File: src/rtl/uengine_spi_pkg.sv
// Shared definitions for the uEngine SPI master: FSM state encoding and frame field layout.
package uengine_spi_pkg;

  typedef enum logic [2:0] {
    ST_IDLE     = 3'd0,
    ST_SETUP    = 3'd1,
    ST_SHIFT_LO = 3'd2,
    ST_SHIFT_HI = 3'd3,
    ST_HOLD     = 3'd4,
    ST_DONE     = 3'd5
  } spi_state_t;

  localparam int FRAME_W   = 32;
  localparam int RX_W      = 16;
  localparam int READ_BIT  = 31;
  localparam int CHIP_MSB  = 30;
  localparam int CHIP_LSB  = 28;
  localparam int ENG_MSB   = 27;
  localparam int ENG_LSB   = 24;
  localparam int REG_MSB   = 23;
  localparam int REG_LSB   = 16;
  localparam int DATA_MSB  = 15;
  localparam int DATA_LSB  = 0;

  // Active-low one-hot select for a 3-bit chip index.
  function automatic logic [7:0] chip_sel_n(input logic [2:0] chip);
    logic [7:0] sel;
    sel = 8'hFF;
    sel[chip] = 1'b0;
    return sel;
  endfunction

endpackage

File: src/rtl/uengine_spi_master_if.sv
// Host request/response and SPI pin bundle; SPI_LOOPBACK exists only with SPI_LOOPBACK_EN.
interface uengine_spi_master_if;
  logic [31:0] SPI_TX;
  logic        SPI_START;
  logic        SPI_DONE;
  logic [15:0] SPI_RX;
  logic        SPI_BUSY;
  logic        SPI_SCLK;
  logic        SPI_MOSI;
  logic        SPI_MISO;
  logic [7:0]  SPI_CS_N;
`ifdef SPI_LOOPBACK_EN
  logic        SPI_LOOPBACK;
`endif

  modport master (
    input  SPI_TX, SPI_START, SPI_MISO,
`ifdef SPI_LOOPBACK_EN
    input  SPI_LOOPBACK,
`endif
    output SPI_DONE, SPI_RX, SPI_BUSY, SPI_SCLK, SPI_MOSI, SPI_CS_N
  );

  modport slave (
    output SPI_TX, SPI_START, SPI_MISO,
`ifdef SPI_LOOPBACK_EN
    output SPI_LOOPBACK,
`endif
    input  SPI_DONE, SPI_RX, SPI_BUSY, SPI_SCLK, SPI_MOSI, SPI_CS_N
  );
endinterface

File: src/rtl/uengine_spi_clkgen.sv
// SCLK half-period tick generator: pulses every CLK_DIV cycles while enabled, restarts when disabled.
module uengine_spi_clkgen #(
  parameter int CLK_DIV = 4
) (
  input  logic SysClock,
  input  logic SysReset_N,
  input  logic en,
  output logic tick
);
  localparam logic [7:0] LAST = 8'(CLK_DIV - 1);

  logic [7:0] cnt;

  always_ff @(posedge SysClock or negedge SysReset_N) begin
    if (!SysReset_N)      cnt <= '0;
    else if (!en)         cnt <= '0;
    else if (cnt == LAST) cnt <= '0;
    else                  cnt <= cnt + 8'd1;
  end

  assign tick = en && (cnt == LAST);
endmodule

File: src/rtl/uengine_spi_master.sv
// uEngine SPI master, mode 0, 32-bit frames. Optional internal loopback under SPI_LOOPBACK_EN.
module uengine_spi_master
  import uengine_spi_pkg::*;
#(
  parameter int CLK_DIV  = 4,
  parameter int CS_SETUP = 2,
  parameter int CS_HOLD  = 2
) (
  input logic                  SysClock,
  input logic                  SysReset_N,
  uengine_spi_master_if.master spi
);
  localparam logic [7:0] SETUP_LAST = 8'(CS_SETUP - 1);
  localparam logic [7:0] HOLD_LAST  = 8'(CS_HOLD - 1);

  spi_state_t          state;
  logic [FRAME_W-1:0]  tx_sh;
  logic [RX_W-1:0]     rx_sh;
  logic [5:0]          bit_cnt;
  logic [7:0]          phase_cnt;
  logic                tick;
  logic                clk_en;
  logic                din;
  logic [7:0]          cs_start;

`ifdef SPI_LOOPBACK_EN
  assign din      = spi.SPI_LOOPBACK ? spi.SPI_MOSI : spi.SPI_MISO;
  assign cs_start = spi.SPI_LOOPBACK ? 8'hFF : chip_sel_n(spi.SPI_TX[CHIP_MSB:CHIP_LSB]);
`else
  assign din      = spi.SPI_MISO;
  assign cs_start = chip_sel_n(spi.SPI_TX[CHIP_MSB:CHIP_LSB]);
`endif

  assign clk_en = (state == ST_SHIFT_LO) || (state == ST_SHIFT_HI);

  uengine_spi_clkgen #(.CLK_DIV(CLK_DIV)) u_clkgen (
    .SysClock   (SysClock),
    .SysReset_N (SysReset_N),
    .en         (clk_en),
    .tick       (tick)
  );

  always_ff @(posedge SysClock or negedge SysReset_N) begin
    if (!SysReset_N) begin
      state        <= ST_IDLE;
      tx_sh        <= '0;
      rx_sh        <= '0;
      bit_cnt      <= '0;
      phase_cnt    <= '0;
      spi.SPI_CS_N <= 8'hFF;
      spi.SPI_SCLK <= 1'b0;
      spi.SPI_MOSI <= 1'b0;
      spi.SPI_DONE <= 1'b0;
      spi.SPI_BUSY <= 1'b0;
      spi.SPI_RX   <= '0;
    end else begin
      spi.SPI_DONE <= 1'b0;
      case (state)
        // START coinciding with the DONE pulse is dropped; a fresh START is needed.
        ST_IDLE: if (spi.SPI_START && !spi.SPI_DONE) begin
          tx_sh        <= spi.SPI_TX;
          spi.SPI_MOSI <= spi.SPI_TX[READ_BIT];
          spi.SPI_CS_N <= cs_start;
          spi.SPI_BUSY <= 1'b1;
          bit_cnt      <= '0;
          phase_cnt    <= '0;
          state        <= ST_SETUP;
        end
        ST_SETUP: begin
          if (phase_cnt == SETUP_LAST) state <= ST_SHIFT_LO;
          else                         phase_cnt <= phase_cnt + 8'd1;
        end
        ST_SHIFT_LO: if (tick) begin
          spi.SPI_SCLK <= 1'b1;
          rx_sh        <= {rx_sh[RX_W-2:0], din};
          state        <= ST_SHIFT_HI;
        end
        // Falling edge: advance MOSI, or leave for HOLD after the 32nd bit.
        ST_SHIFT_HI: if (tick) begin
          spi.SPI_SCLK <= 1'b0;
          if (bit_cnt == 6'd31) begin
            spi.SPI_MOSI <= 1'b0;
            phase_cnt    <= '0;
            state        <= ST_HOLD;
          end else begin
            bit_cnt      <= bit_cnt + 6'd1;
            tx_sh        <= {tx_sh[FRAME_W-2:0], 1'b0};
            spi.SPI_MOSI <= tx_sh[FRAME_W-2];
            state        <= ST_SHIFT_LO;
          end
        end
        ST_HOLD: begin
          if (phase_cnt == HOLD_LAST) begin
            spi.SPI_CS_N <= 8'hFF;
            spi.SPI_RX   <= rx_sh;
            state        <= ST_DONE;
          end else begin
            phase_cnt <= phase_cnt + 8'd1;
          end
        end
        ST_DONE: begin
          spi.SPI_DONE <= 1'b1;
          spi.SPI_BUSY <= 1'b0;
          state        <= ST_IDLE;
        end
        default: state <= ST_IDLE;
      endcase
    end
  end
endmodule

File: src/flat_wrapper.sv
// flat-port wrapper written by rule: the top's interface ports become plain ports
module uengine_spi_master_flat import uengine_spi_pkg::*;
#(
  parameter int CLK_DIV  = 4,
  parameter int CS_SETUP = 2,
  parameter int CS_HOLD  = 2
)
  (SysClock, SysReset_N, spi_SPI_TX, spi_SPI_START, spi_SPI_MISO, spi_SPI_DONE, spi_SPI_RX, spi_SPI_BUSY, spi_SPI_SCLK, spi_SPI_MOSI, spi_SPI_CS_N);
  uengine_spi_master_if spi_i ();
  input logic SysClock;
  input logic SysReset_N;
  input wire logic [$bits(spi_i.SPI_TX)-1:0] spi_SPI_TX;
  input wire logic [$bits(spi_i.SPI_START)-1:0] spi_SPI_START;
  input wire logic [$bits(spi_i.SPI_MISO)-1:0] spi_SPI_MISO;
  output wire logic [$bits(spi_i.SPI_DONE)-1:0] spi_SPI_DONE;
  output wire logic [$bits(spi_i.SPI_RX)-1:0] spi_SPI_RX;
  output wire logic [$bits(spi_i.SPI_BUSY)-1:0] spi_SPI_BUSY;
  output wire logic [$bits(spi_i.SPI_SCLK)-1:0] spi_SPI_SCLK;
  output wire logic [$bits(spi_i.SPI_MOSI)-1:0] spi_SPI_MOSI;
  output wire logic [$bits(spi_i.SPI_CS_N)-1:0] spi_SPI_CS_N;
  assign spi_i.SPI_TX = spi_SPI_TX;
  assign spi_i.SPI_START = spi_SPI_START;
  assign spi_i.SPI_MISO = spi_SPI_MISO;
  assign spi_SPI_DONE = spi_i.SPI_DONE;
  assign spi_SPI_RX = spi_i.SPI_RX;
  assign spi_SPI_BUSY = spi_i.SPI_BUSY;
  assign spi_SPI_SCLK = spi_i.SPI_SCLK;
  assign spi_SPI_MOSI = spi_i.SPI_MOSI;
  assign spi_SPI_CS_N = spi_i.SPI_CS_N;
  uengine_spi_master #(.CLK_DIV(CLK_DIV), .CS_SETUP(CS_SETUP), .CS_HOLD(CS_HOLD)) u_core (.SysClock(SysClock), .SysReset_N(SysReset_N), .spi(spi_i));
endmodule
File: config.mk
export PLATFORM = sky130hd
export DESIGN_NAME = uengine_spi_master_flat
export DESIGN_NICKNAME = d
export VERILOG_FILES = /design/src/rtl/uengine_spi_pkg.sv /design/src/rtl/uengine_spi_master_if.sv /design/src/rtl/uengine_spi_clkgen.sv /design/src/rtl/uengine_spi_master.sv /design/src/flat_wrapper.sv
export SDC_FILE = /design/constraint.sdc
export NUM_CORES = 1
export LEC_CHECK = 0
export CAP_MARGIN = 40
export CORE_MARGIN = 2
export CORE_UTILIZATION = 40
export DETAILED_ROUTE_END_ITERATION = 10
export GPL_TIMING_DRIVEN = 1
export HOLD_SLACK_MARGIN = 0.15
export SLEW_MARGIN = 20
export SYNTH_ARGS = -nofsm -noshare
export SYNTH_HDL_FRONTEND = slang
export SYNTH_SLANG_ARGS = --single-unit
File: constraint.sdc
create_clock -name SysClock -period 3 [get_ports SysClock]
set_input_delay 0.3 -clock SysClock [delete_from_list [all_inputs] [get_ports SysClock]]
set_output_delay 0.3 -clock SysClock [all_outputs]
set_load 0.01 [all_outputs]
Fig. 1: run 1, the metal 1 layer
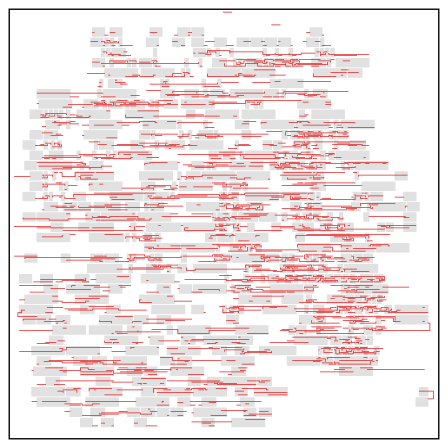
- nets with wire on the layer: 487
- main direction: horizontal
wire length after detailed routing: 9.607 mm
via count of the routed design: 3436

Fig. 2: run 1, signal wires on met2
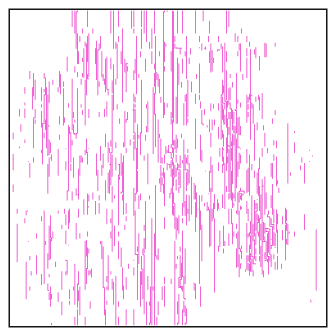
- main direction: vertical
- wire length on this layer: 4490 um
- longest straight run: 39.8 um
- nets with wire on the layer: 458
- share of all routed wire: 47%
met2 Track Usage GR: 0.2567

Fig. 3: run 1, M3 wires
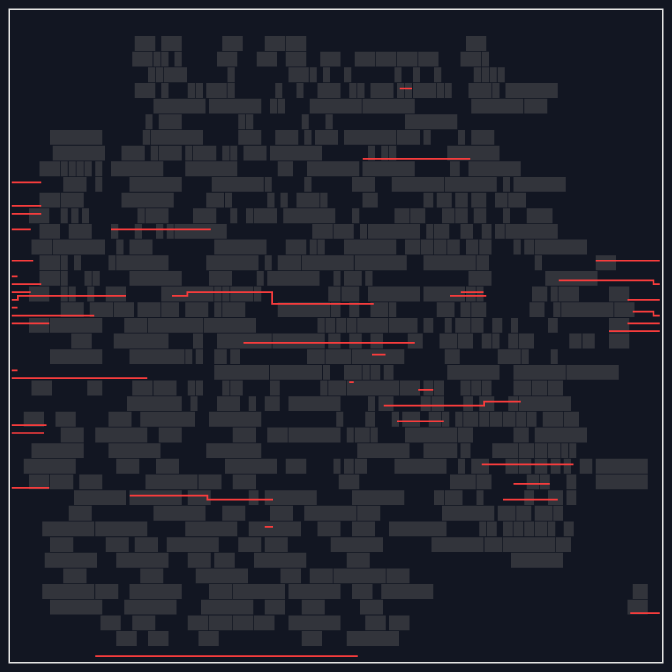
- main direction: horizontal
- nets with wire on the layer: 36
- longest straight run: 45.3 um
- wire length on this layer: 422 um
met3 Track Usage GR: 0.04285

Fig. 4: run 1, track usage over the die
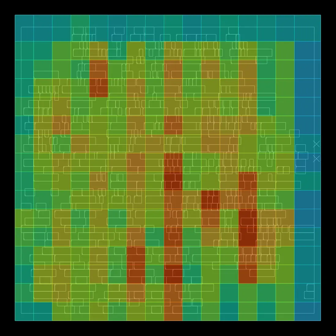
met1 track demand over resource in global routing: 0.2172
overall fraction of global-route tracks in use: 0.1599

## run 1: through the flow
step	utilization	total power [W]	instance area, um2	hold slack, ps	std cells
floorplan	-	0.003567	4775	4.409	450
global placement	0.4817	0.004103	5548	467.0	646
detailed placement	0.4841	0.004154	5575	248.5	647
CTS	0.5105	0.005318	5879	417.4	664
global route	0.5105	0.005704	5879	441.8	664
finish	0.5105	0.005266	5879	412.3	664
## run 1: cells by family (layout without fill, tap and decap cells)
family                   Yosys count  after routing  share of synthesized area
AND-OR/OR-AND                     56             56                    0.07783
XOR/XNOR                           7              7                    0.01284
adder cells (fa/ha/maj)            4              4                    0.01048
buffers and inverters             29            100                    0.02987
flip-flops                       100            100                     0.5262
multiplexers                      71             71                     0.1672
AND/OR/NAND/NOR                  183            183                     0.1756
==> impl_summary.log, run 1 <==
[flow] summary of implementation run
INFO  metric timing_worst_setup_path_type = reg -> reg
INFO  metric violated_checks = DRC
INFO  metric critical_path.startpoint = u_core.u_clkgen.cnt[0]
INFO  metric grt_start_max_net_pins = 52
INFO  metric post_cts_buffers = 0
INFO  metric n_all_buffers = 75
INFO  metric routedWlPerCell = between 10 and 15 um
INFO  metric first_iter_violations = 94
INFO  metric highest_layer = met4
INFO  metric cp_max_fo = 21
INFO  metric multiInputCombCellCount = 321
INFO  metric post_synth_num_cell_types = 49
INFO  metric static-leakage-power = 2.709 nW
INFO  metric critical_path.endpoint_type = flop
INFO  metric routed-wl-met3 = 422 um
INFO  metric place_hpwl = 6.571 mm
INFO  metric antenna_cells_inserted = 0
INFO  metric fin_worst_skew = 7.243 ps
INFO  metric tool_warnings = 27
INFO  metric fp.coreArea = 11520 um2
INFO  metric avgViaCountPerCell = 5.175
INFO  metric timing.setup.tns = 0 ps
INFO  metric layout.area.seq = between 2000 and 3000 um2
INFO  metric tightest_slew = 734.1 ps
INFO  metric critPathTopFamily = AND-OR/OR-AND gates
INFO  metric outcome = complete, but fails checks
INFO  metric reg2reg_depth = 6
INFO  metric synth_area_per_cell = approximately 11 um2
INFO  metric area_delta_synth_final = 23.14%
INFO  metric worstPathRequired = 3230 ps
INFO  metric cts.sinks = about 100
INFO  metric placer_congestion = 0.8184
INFO  metric final_period_minus_worst_setup_slack = 2498 ps
INFO  metric sequentialPower = 0.00217 W
INFO  metric fraction_of_final_layout_cells_with_drive_strength_greater_than_1 = 0.1017
INFO  metric launch_instance_of_the_worst_register_to_register_path = u_core.u_clkgen.cnt[0]
INFO  metric num_tap_cells = approximately 140
INFO  metric antenna_found_initial = 0
INFO  metric clockPowerShare = 0.216
INFO  metric area.combinational = 2120 um2
INFO  metric die_outline_area = 12830 um2
INFO  metric reg2reg_to = u_core.tx_sh[14]
INFO  metric layout_top_cell_excl_fill_tap = sky130_fd_sc_hd__nand2_1
INFO  metric timing.critical_path.buf_inv = 1
INFO  metric grt-busiest-layer = met2
INFO  metric critical_path.cell_chain = ha_1 > or4b_4 > a211oi_4 > a21o_1 > buf_4 > mux2_1
INFO  metric regToRegSetupSlack = roughly 500 ps
INFO  metric row_count = 39
INFO  metric most_area_hungry_cell_class_in_the_final_design = flip-flops and latches
INFO  metric synthesis.area = 4775 um2
INFO  metric clk-power = 0.00114 W
INFO  metric synth.top_cells.by_count = sky130_fd_sc_hd__nand2_1, sky130_fd_sc_hd__dfrtp_1, sky130_fd_sc_hd__mux2_1, sky130_fd_sc_hd__nand3_1, sky130_fd_sc_hd__nor2_1
INFO  metric clock_cell_area_share = 0.05001
INFO  metric design.portCount = approximately 64
INFO  metric worst_slack = about 500 ps
INFO  metric synth_largest_type_area_fraction = 0.4822
INFO  metric clock_buffers = 9
INFO  metric nets = 556
INFO  metric power.share.sequential = 0.413
INFO  metric holdBufCountCts = 1
INFO  metric yosys-stat-area = 4775 um2
INFO  metric cts_repair_resize_count = 0
INFO  metric remaining_drc_errors = 2
INFO  metric grt_pass1_wl = 16.62 mm
INFO  metric clock_edge_transition_at_the_registers_on_the_reported_setup_and_hold_paths = 70 ps
INFO  metric power_per_cell_area = 895.6 nW/um2
INFO  metric arrival = 2730 ps
INFO  metric ctsRootBufferMaster = sky130_fd_sc_hd__clkbuf_16
INFO  metric fp_nets = 490
INFO  metric p_comb_frac = 0.371
INFO  metric seq_cells = ~100
INFO  metric synth-cells-yosys = 450
INFO  metric internal_portion_of_total_power = about 0.0033 W
INFO  metric dieWidth = 113.3 um
INFO  metric tritoncts.num_buffers = 9
INFO  metric cp-start-kind = flop
INFO  metric buf_share = 0.1260
INFO  metric grt-ovfl-total = 0
INFO  metric synthArstFlopShare = 1.000
INFO  metric total_switching_power = roughly 0.0020 W
INFO  metric crit_path_top_delay_cell = sky130_fd_sc_hd__or4b_4
==> inputs of run 2 (changes only) <==
- clock period: 3 -> 2.6 ns (I/O delays scaled with it)
Fig. 5: run 2, track usage over the die
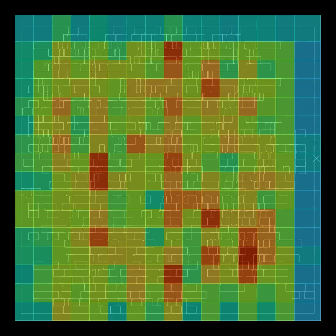
average routed wire per standard cell: 14.42 um
met3 Track Usage GR: 0.03803
overall fraction of global-route tracks in use: 0.1586

==> run 2 against run 1 <==
The flow still finishes with violations (DRC). Worst hold slack got worse by 65 ps. Global-route usage is 0.13 points lower. Die area unchanged. First-iteration DRC count rose by 30%. Synthesized area is the same. Non-clock buffer count is 4 higher. Wire length increased by 0.25%. Power increased by 18%. Critical path depth down 1. Cell count rose by 0.60%. Setup slack lost 280 ps. Clock skew grew 1.3 ps. Critical path type unchanged.
==> impl_summary.log, run 2 <==
[flow] summary of implementation run
INFO  metric outcome = complete, but fails checks
INFO  metric violated_checks = DRC
INFO  metric final_period_minus_worst_setup_slack = between 2000 and 2500 ps
INFO  metric ctsRootBufferMaster = sky130_fd_sc_hd__clkbuf_16
INFO  metric drt_first_pass_iters = 7
INFO  metric avgViaCountPerCell = 5.192
INFO  metric fp.coreArea = 11520 um2
INFO  metric tightest_slew = 489.8 ps
INFO  metric routed_wirelength = between 9 and 10 mm
INFO  metric arrival = 2600 ps
INFO  metric fin_area = between 5000 and 6000 um2
INFO  metric remaining_drc_errors = 2
INFO  metric p_comb_frac = 0.381
INFO  metric post_cts_buffers = 0
INFO  metric clockPowerShare = 0.219
INFO  metric ys_warn_count = 0
INFO  metric grt_start_max_net_pins = 63
INFO  metric grt_pass1_wl = 16.45 mm
INFO  metric cts.sinks = 100
INFO  metric layout_top_registers = u_core.tx_sh x31, u_core.rx_sh x16, u_core.spi.SPI_RX x16
INFO  metric synthesis.area = about 4800 um2
INFO  metric max_slew_margin = 0.6731
INFO  metric critical_path.startpoint = u_core.u_clkgen.cnt[0]
INFO  metric area_delta_synth_final = 24.37%
INFO  metric power.largest_group = registers
INFO  metric grt_util_met1 = 0.2246
INFO  metric slowest_delay = between 600 and 700 ps
INFO  metric total_power = 0.006193 W
INFO  metric fin_worst_skew = 8.544 ps
INFO  metric met2RoutedLength = 4.409 mm
INFO  metric die_outline_area = 12830 um2
INFO  metric fraction_of_final_layout_cells_with_drive_strength_greater_than_1 = 0.1086
INFO  metric pg_comb = 0.00236 W
INFO  metric layout.filler_cells = ~1000
INFO  metric synth_largest_type_area_fraction = 0.4822
INFO  metric cts_tree = built
INFO  metric antenna_cells_inserted = 0
INFO  metric min-delay-path-class = in -> async
INFO  metric timing.critical_path.buf_inv = 0
INFO  metric rsz0062_at_grt = false
INFO  metric total_switching_power = 0.002223 W
INFO  metric cp_max_fo = 17
INFO  metric ys_top_cells_by_area = sky130_fd_sc_hd__dfrtp_1, sky130_fd_sc_hd__mux2_1, sky130_fd_sc_hd__nand2_1, sky130_fd_sc_hd__dfstp_2, sky130_fd_sc_hd__mux2_2
INFO  metric cts_max_path_buffers = 2
INFO  metric power.share.sequential = 0.400
INFO  metric area.combinational = approximately 2100 um2
INFO  metric drt-met1-wl = 4.783 mm
INFO  metric reg2reg_depth = 5
INFO  metric antenna_found_initial = 0
INFO  metric detailroute.via_count = 3468
INFO  metric critical_path.cell_chain = ha_1 > nor4b_2 > nand2_1 > or3_2 > mux2_1
INFO  metric largest_register_ff_count = 31
INFO  metric launch_instance_of_the_worst_register_to_register_path = u_core.u_clkgen.cnt[0]
INFO  metric post_synth_num_cell_types = 49
INFO  metric grt-busiest-layer = met2
INFO  metric clk-power = about 0.0014 W
INFO  metric syn_inst = 450
INFO  metric tritoncts.num_buffers = 9
INFO  metric highest_layer = met4
INFO  metric place_hpwl = 6.469 mm
INFO  metric largest_register = u_core.tx_sh
INFO  metric tool_warnings = 27
INFO  metric worstPathRequired = 2820 ps
INFO  metric ant_nets = 0
INFO  metric synth_area_per_cell = around 11 um2
INFO  metric met2_usage = 0.2407
INFO  metric yosys-stat-area = 4775 um2
INFO  metric crit_path_end = u_core.rx_sh[6]
INFO  metric most_common_cell = sky130_fd_sc_hd__nand2_1
INFO  metric final_setup_fails = 0
INFO  metric design.portCount = 64
INFO  metric chip_height = ~110 um
INFO  metric fin_util = 0.5156
INFO  metric clock_edge_transition_at_the_registers_on_the_reported_setup_and_hold_paths = 70 ps
INFO  metric fp_nets = 490
INFO  metric timing.setup.tns = 0 ps
INFO  metric maxClockFrequency = 0.4206 GHz
INFO  metric timing.final.crit_share = 0.9144
INFO  metric grt-ovfl-total = 0
INFO  metric regToRegSetupSlack = 220 ps
INFO  metric synth.top_cells.by_count = sky130_fd_sc_hd__nand2_1, sky130_fd_sc_hd__dfrtp_1, sky130_fd_sc_hd__mux2_1, sky130_fd_sc_hd__nand3_1, sky130_fd_sc_hd__nor2_1
INFO  metric number_of_instances_in_the_placed_design = 650
INFO  metric row_count = 39
INFO  metric critical_path_depth = 5
INFO  metric dominantRegCellSynth = sky130_fd_sc_hd__dfrtp_1
INFO  metric static-leakage-power = between 2 and 3 nW
INFO  metric reg2reg_to = u_core.rx_sh[6]
INFO  metric timing_worst_setup_path_type = reg -> reg
INFO  metric timing.hold.ws = 347.2 ps
INFO  metric dp_slack = between 200 and 250 ps
INFO  metric dieWidth = 113.3 um
INFO  metric vias_in_the_first_global_route = ~3300
INFO  metric netSwitchingFraction = 0.3589
INFO  metric crit_path_top_delay_cell = sky130_fd_sc_hd__or3_2
INFO  metric layout.area.seq = 2512 um2
INFO  metric power_per_cell_area = 1043 nW/um2
INFO  metric post_dp_cell_area = 5603 um2
INFO  metric first_iter_violations = between 100 and 150
INFO  metric layout.cells.non_filler = 668
INFO  metric synthArstFlopShare = 1.000
INFO  metric layout_top_cell_excl_fill_tap = sky130_fd_sc_hd__nand2_1
INFO  metric ys_seq_share = 0.5262
INFO  metric drv_cap = 0
INFO  metric cp-start-kind = flop
INFO  metric nets = 560
INFO  metric internal_portion_of_total_power = 0.003970 W
INFO  metric cts_repair_resize_count = 0
INFO  metric sequentialPower = 0.00247 W
INFO  metric worst_slack = approximately 220 ps
INFO  metric final_max_slew_viol_count = 0
INFO  metric placer_congestion = 0.8609
INFO  metric initial_core_util = 0.4146
INFO  metric clock_latency = 350 ps
INFO  metric finalHoldViolCount = 0
INFO  metric worst_ir_drop_vdd = 0.4333 mV
INFO  metric critical_path.endpoint_type = flop
INFO  metric most-common-layout-cells = sky130_fd_sc_hd__nand2_1, sky130_fd_sc_hd__dfrtp_1, sky130_fd_sc_hd__clkdlybuf4s50_1, sky130_fd_sc_hd__mux2_1, sky130_fd_sc_hd__nand3_1
INFO  metric synth-cells-yosys = 450
INFO  metric critPathTopFamily = simple AND/OR/NAND/NOR gates
INFO  metric holdBufCountCts = 1
INFO  metric routed-wl-met3 = 329 um
[run 2: netlist changes by cell type in the layout (fill, tap and decap cells not counted), sizes merged]
cell	change
clkbuf	+2
inv	-3
clkinv	+1
clkinvlp	-1
bufinv	+1
buf	+4
[run 2: final cells by class]
cell class,count,share of cell area
Multi-Input combinational cell,321,0.3571
Inverter,9,0.005689
Sequential cell,100,0.4231
Timing Repair Buffer,79,0.1327
Clock inverter,5,0.01032
Tap cell,143,0.03013
Clock buffer,11,0.04088
[run 2: cells by family after synthesis]
kind of cell | after synthesis | share of synthesized area
AOI/OAI and AO/OA | 56 | 0.07783
DFF | 100 | 0.5262
and+or+nand+nor | 183 | 0.1756
xor gates and xnor gates | 7 | 0.01284
buffers and inverters | 29 | 0.02987
adders and majority gates | 4 | 0.01048
muxes | 71 | 0.1672
No activity file was given, so power comes from the tool's default toggle rates.
